### config.mk
export PLATFORM = sky130hd
export DESIGN_NAME = wb_stage
export DESIGN_NICKNAME = d
export VERILOG_FILES = /design/src/rtl/wb_stage.sv
export SDC_FILE = /design/constraint.sdc
export NUM_CORES = 1
export LEC_CHECK = 0
export CAP_MARGIN = 40
export CORE_MARGIN = 10
export CORE_UTILIZATION = 46
export CTS_BUF_LIST = sky130_fd_sc_hd__clkbuf_4
export DETAILED_ROUTE_END_ITERATION = 10
export GPL_TIMING_DRIVEN = 1
export PLACE_DENSITY_LB_ADDON = 0.2
export SLEW_MARGIN = 20
export SYNTH_ARGS = -nofsm -noshare
export SYNTH_HDL_FRONTEND = slang
export SYNTH_SLANG_ARGS = --single-unit
### constraint.sdc
create_clock -name CLK -period 5 [get_ports CLK]
set_input_delay 1 -clock CLK [delete_from_list [all_inputs] [get_ports CLK]]
set_output_delay 1 -clock CLK [all_outputs]
set_load 0.02 [all_outputs]
### src/rtl/wb_stage.sv
// wb_stage: MEM/WB pipeline latch and register-file write-data formation.
// Presents WEN/wsel/wdat after the rising edge so the register file can commit
// them on the following falling edge. It also extends sub-word loads, keeps a
// sticky halt flag and counts retired instructions.
module wb_stage #(
  parameter int RA_W = 5
) (
  input  logic            CLK,
  input  logic            RST,
  input  logic            enable,
  input  logic            flush,
  input  logic            in_valid,
  input  logic            in_regwrite,
  input  logic [RA_W-1:0] in_wsel,
  input  logic [1:0]      in_wbsrc,
  input  logic [1:0]      in_ldsize,
  input  logic            in_ldsigned,
  input  logic [1:0]      in_addrlo,
  input  logic [31:0]     in_aluout,
  input  logic [31:0]     in_dload,
  input  logic [31:0]     in_npc,
  input  logic [15:0]     in_imm16,
  input  logic            in_halt,
  output logic            WEN,
  output logic [RA_W-1:0] wsel,
  output logic [31:0]     wdat,
  output logic            halt,
  output logic [31:0]     retire_cnt
);

  localparam logic [1:0] SRC_ALU  = 2'b00;
  localparam logic [1:0] SRC_LOAD = 2'b01;
  localparam logic [1:0] SRC_LINK = 2'b10;
  localparam logic [1:0] SRC_LUI  = 2'b11;

  localparam logic [1:0] SIZE_HALF = 2'b01;
  localparam logic [1:0] SIZE_BYTE = 2'b10;

  logic            valid_q,    valid_d;
  logic            regwrite_q, regwrite_d;
  logic [RA_W-1:0] wsel_q,     wsel_d;
  logic [1:0]      wbsrc_q,    wbsrc_d;
  logic [1:0]      ldsize_q,   ldsize_d;
  logic            ldsigned_q, ldsigned_d;
  logic [1:0]      addrlo_q,   addrlo_d;
  logic [31:0]     aluout_q,   aluout_d;
  logic [31:0]     dload_q,    dload_d;
  logic [31:0]     npc_q,      npc_d;
  logic [15:0]     imm16_q,    imm16_d;
  logic            isHalt_q,   isHalt_d;
  logic            halt_q,     halt_d;
  logic [31:0]     retire_q,   retire_d;

  logic            capture;
  logic [15:0]     halfLane;
  logic [7:0]      byteLane;
  logic [31:0]     loadData;

  // Next-state: halt freezes everything, flush inserts a bubble, enable captures.
  always_comb begin
    valid_d    = valid_q;
    regwrite_d = regwrite_q;
    wsel_d     = wsel_q;
    wbsrc_d    = wbsrc_q;
    ldsize_d   = ldsize_q;
    ldsigned_d = ldsigned_q;
    addrlo_d   = addrlo_q;
    aluout_d   = aluout_q;
    dload_d    = dload_q;
    npc_d      = npc_q;
    imm16_d    = imm16_q;
    isHalt_d   = isHalt_q;
    halt_d     = halt_q;
    retire_d   = retire_q;
    capture    = 1'b0;
    if (!halt_q) begin
      if (flush) begin
        valid_d = 1'b0;
      end else if (enable) begin
        capture    = 1'b1;
        valid_d    = in_valid;
        regwrite_d = in_regwrite;
        wsel_d     = in_wsel;
        wbsrc_d    = in_wbsrc;
        ldsize_d   = in_ldsize;
        ldsigned_d = in_ldsigned;
        addrlo_d   = in_addrlo;
        aluout_d   = in_aluout;
        dload_d    = in_dload;
        npc_d      = in_npc;
        imm16_d    = in_imm16;
        isHalt_d   = in_halt;
      end
    end
    if (capture && in_valid) begin
      retire_d = retire_q + 32'd1;
      if (in_halt) begin
        halt_d = 1'b1;
      end
    end
  end

  // Pipeline latch, sticky halt and retire counter; reset is asynchronous.
  always_ff @(posedge CLK or posedge RST) begin
    if (RST) begin
      valid_q    <= 1'b0;
      regwrite_q <= 1'b0;
      wsel_q     <= '0;
      wbsrc_q    <= 2'b00;
      ldsize_q   <= 2'b00;
      ldsigned_q <= 1'b0;
      addrlo_q   <= 2'b00;
      aluout_q   <= 32'd0;
      dload_q    <= 32'd0;
      npc_q      <= 32'd0;
      imm16_q    <= 16'd0;
      isHalt_q   <= 1'b0;
      halt_q     <= 1'b0;
      retire_q   <= 32'd0;
    end else begin
      valid_q    <= valid_d;
      regwrite_q <= regwrite_d;
      wsel_q     <= wsel_d;
      wbsrc_q    <= wbsrc_d;
      ldsize_q   <= ldsize_d;
      ldsigned_q <= ldsigned_d;
      addrlo_q   <= addrlo_d;
      aluout_q   <= aluout_d;
      dload_q    <= dload_d;
      npc_q      <= npc_d;
      imm16_q    <= imm16_d;
      isHalt_q   <= isHalt_d;
      halt_q     <= halt_d;
      retire_q   <= retire_d;
    end
  end

  // Big-endian lane selection and extension for sub-word loads.
  always_comb begin
    halfLane = addrlo_q[1] ? dload_q[15:0] : dload_q[31:16];
    byteLane = 8'd0;
    case (addrlo_q)
      2'd0:    byteLane = dload_q[31:24];
      2'd1:    byteLane = dload_q[23:16];
      2'd2:    byteLane = dload_q[15:8];
      default: byteLane = dload_q[7:0];
    endcase
    loadData = dload_q;
    if (ldsize_q == SIZE_HALF) begin
      loadData = {{16{ldsigned_q & halfLane[15]}}, halfLane};
    end else if (ldsize_q == SIZE_BYTE) begin
      loadData = {{24{ldsigned_q & byteLane[7]}}, byteLane};
    end
  end

  // Write-data source mux.
  always_comb begin
    wdat = aluout_q;
    case (wbsrc_q)
      SRC_ALU:  wdat = aluout_q;
      SRC_LOAD: wdat = loadData;
      SRC_LINK: wdat = npc_q;
      SRC_LUI:  wdat = {imm16_q, 16'h0000};
      default:  wdat = aluout_q;
    endcase
  end

  assign WEN        = valid_q & regwrite_q & (wsel_q != '0) & ~halt_q;
  assign wsel       = wsel_q;
  assign halt       = halt_q;
  assign retire_cnt = retire_q;

endmodule

### Signal wires on met1

Cells faint in the background.
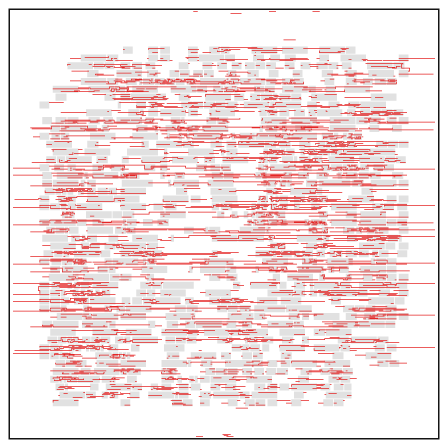
share of all routed wire: 40%
main direction: horizontal
nets with wire on the layer: 832
longest straight run: 43.2 µm
Post-Route WL: 22,000 µm
detailed-route via count: 5,732
GR Layer Usage met1: 22.9%

### Met2 routing

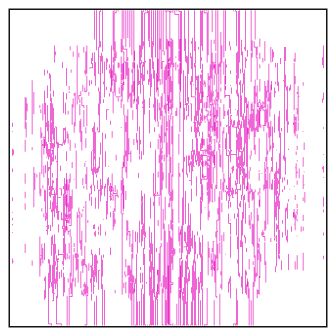
nets with wire on the layer: 845
wire length on this layer: 10,700 µm
main direction: vertical
share of all routed wire: 49%
longest straight run: 72.8 µm
M2 GR Usage: 31.7%

### The metal 3 layer

Cells faint in the background.
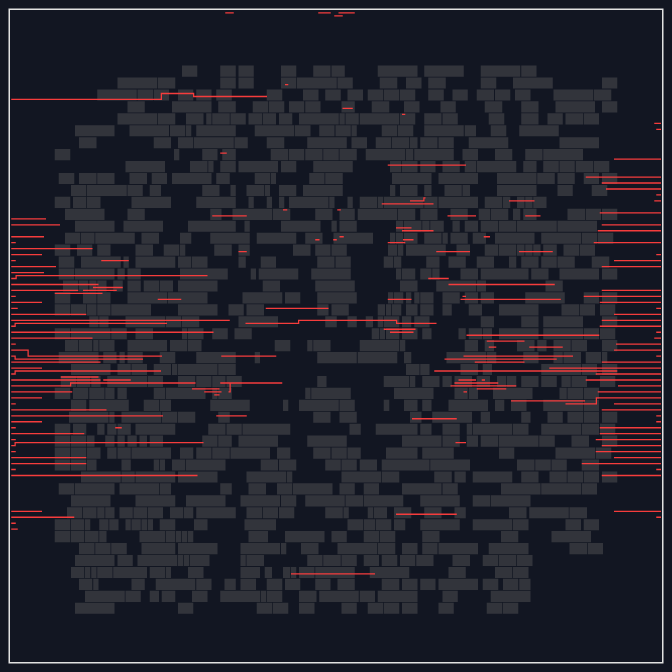
nets with wire on the layer: 143
wire length on this layer: 1,900 µm
main direction: horizontal
longest straight run: 49.4 µm
met3 Usage GRT: 7.52%

### Signal wires on met4

The bar under the picture is 50 µm long. Cells faint in the background.
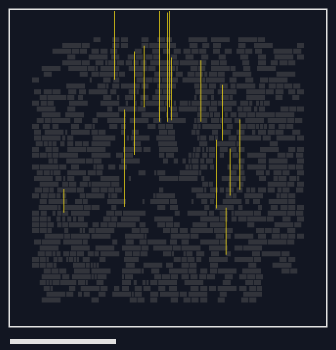
nets with wire on the layer: 12
main direction: vertical
longest straight run: 51.7 µm
wire length on this layer: 505 µm
share of all routed wire: 2.3%

critical path, cell delays in order (launching register included):
cell and delay [ns]:
dfrtp_1 0.69, mux2i_1 0.19, o221ai_1 0.23, nand3_1 0.60, o221ai_1 0.44, clkdlybuf4s50_1 0.70
stage by stage:
stage | hold WS [ns] | worst slack (ns) | util, % | power (mW)
after floorplan | 0.470 | 1.99 | - | 4.00
after detailed placement | 0.471 | 1.17 | 61.1 | 5.24
final | 0.489 | 0.594 | 63.2 | 6.10
after global placement | 0.469 | 1.27 | 61.1 | 5.15
after CTS | 0.497 | 0.523 | 63.2 | 6.15
after global routing | 0.532 | 0.242 | 63.2 | 6.45
path summary, 6_finish.rpt:
check / depth (start not counted) / start / end
min: 1 / retire_cnt[31] / retire_cnt[31]
min in group asynchronous: 2 / RST / npc_q[11]
max: 5 / addrlo_q[0] / wdat[20]
min reg2reg: 1 / retire_cnt[31] / retire_cnt[31]
max reg2reg: 4 / halt / retire_cnt[30]
max in group asynchronous: 3 / RST / retire_cnt[27]
cell type report:
| class | count | area [µm²] |
|---|---|---|
| fill | 1234 | 5910 |
| sequential | 159 | 3980 |
| multi-input combinational | 407 | 3450 |
| timing repair buffer | 206 | 2090 |
| tap | 216 | 270 |
| clock inverter | 11 | 189 |
| clock buffer | 20 | 150 |
| inverter | 5 | 22.5 |
power by group:
part | total, mW | switching [mW] | internal (mW)
Clock | 0.909 | 0.448 | 0.460
Sequential | 2.33 | 0.520 | 1.81
Combinational | 2.86 | 1.38 | 1.48
Total | 6.10 | 2.35 | 3.75
routing by layer:
| metal | wire length (µm) | share of wire, % |
|---|---|---|
| met2 | 10700 | 49 |
| met5 | 13 | 0.059 |
| met4 | 504 | 2.3 |
| met3 | 1900 | 8.6 |
| met1 | 8840 | 40 |
==> flow_summary.ini <==
; implementation run metrics
[sta]
worstMarginPinSlew_ns = 0.815
fin_tns_setup_ns = 0
hold_viol = 0
clock.fmax_ghz = 0.227
finalSetupViolCount = 0
maxSlewViolCount = 0
rsz0062_at_grt = false
period_minus_slack_ns = 4.41
post-route-period-util_pct = 88.1
relSlewSlack_pct = 45.6
fin_skew_ns = 0.0136

[die]
initCoreUtil_pct = 47.4
core_area_mm2 = 0.0161
dieArea_mm2 = 0.0221
rows = 46
fp.dieH_um = 149
io_pins = 202
die_w_um = 149

[route]
wl_per_cell_um = 21.5
ant_nets = 0
drc = 0
first_iter_violations = 321
firstDrtPassIters = 7
routed_via_density = 5.60

[logic_synthesis]
logic_family = multiplexers
synthCells = 608
mux_share_pct = 24.7
ys_seq_share_pct = 52.3
synth_cell_types = 44
yosys.area_share.aoi_pct = 7.29
fp_nets = 740
ys_sh_adder_pct = 0.165
synth-edff-count = 0
common_cells = 159 x dfrtp_1, 136 x mux2_2, 38 x nand2_1
post_synth.cell_area_avg_um2 = 12.5
top_cell_area_share_pct = 52.3
largest_area_cell = dfrtp_1
synthFlopType = dfrtp_1
yosysChipArea_mm2 = 0.00760
ys_sh_simple_pct = 9.26
topCellsByArea = dfrtp_1 52%, mux2_2 20%, mux2i_1 4.6%
synth_area_mm2 = 0.00760
most_common_cell = dfrtp_1
synth-warning-count = 0
ys_sh_xor_pct = 3.69
ys_cells = 608
synth-seq-cells = 159
async_reset_ff_share_pct = 100

[cts]
cts_made_buffers = 17
post_cts_buffers = 0
cts-root-buf = clkbuf_4
cts_tree = built
htreeDepth = 4
post_cts_resized = 0
clkSlewWorstSetupHoldPaths_ns = 0.13
hold_buffers = 0
max-clock-path-buffers = 2
clock_sinks = 159
clock_latency_ns = 0.55

[place]
post-dp-hpwl_um = 16000
io_buffers = 201
dpl_cell_area_mm2 = 0.00981
gp_congestion = 0.821
placedCellCount = 993

[final_layout]
drive_above_1_share_pct = 22.9
fin_nets = 928
fin_cells = 1024
lay_top_count = clkdlybuf4s50_1
final_cell_mix = 201 x clkdlybuf4s50_1, 158 x dfrtp_1, 136 x mux2_2, 38 x nand2_1, 35 x mux2i_1
design_area_mm2 = 0.0101
diodes = 0
area_growth_pct = 33.4

[flow_run]
warnings = 28
drv_cap = 0

[global_routing]
grt_pass1_vias = 5938
grt-ovfl-total = 0
antenna_found_initial = 2
grt-busiest-layer = met2
grt_max_degree = 129
grt_pass1_wl_um = 33500
track_usage_pct = 19.4

[setup_path]
start_kind = register
cp-end-kind = output pin
arrival_ns = 3.41
rrSetupSlack_ns = 2.88
cp.required_ns = 4.00
path_class = register to output pin
path_max_fanout = 16

[power_and_ir_drop]
p_per_area_mw_per_mm2 = 601
ir_drop_mv = 0.335
power.leakage_nw = 4.11

[min_path]
hp-class = register to register

[status]
status = completed
Power and IR drop assume default switching activity.
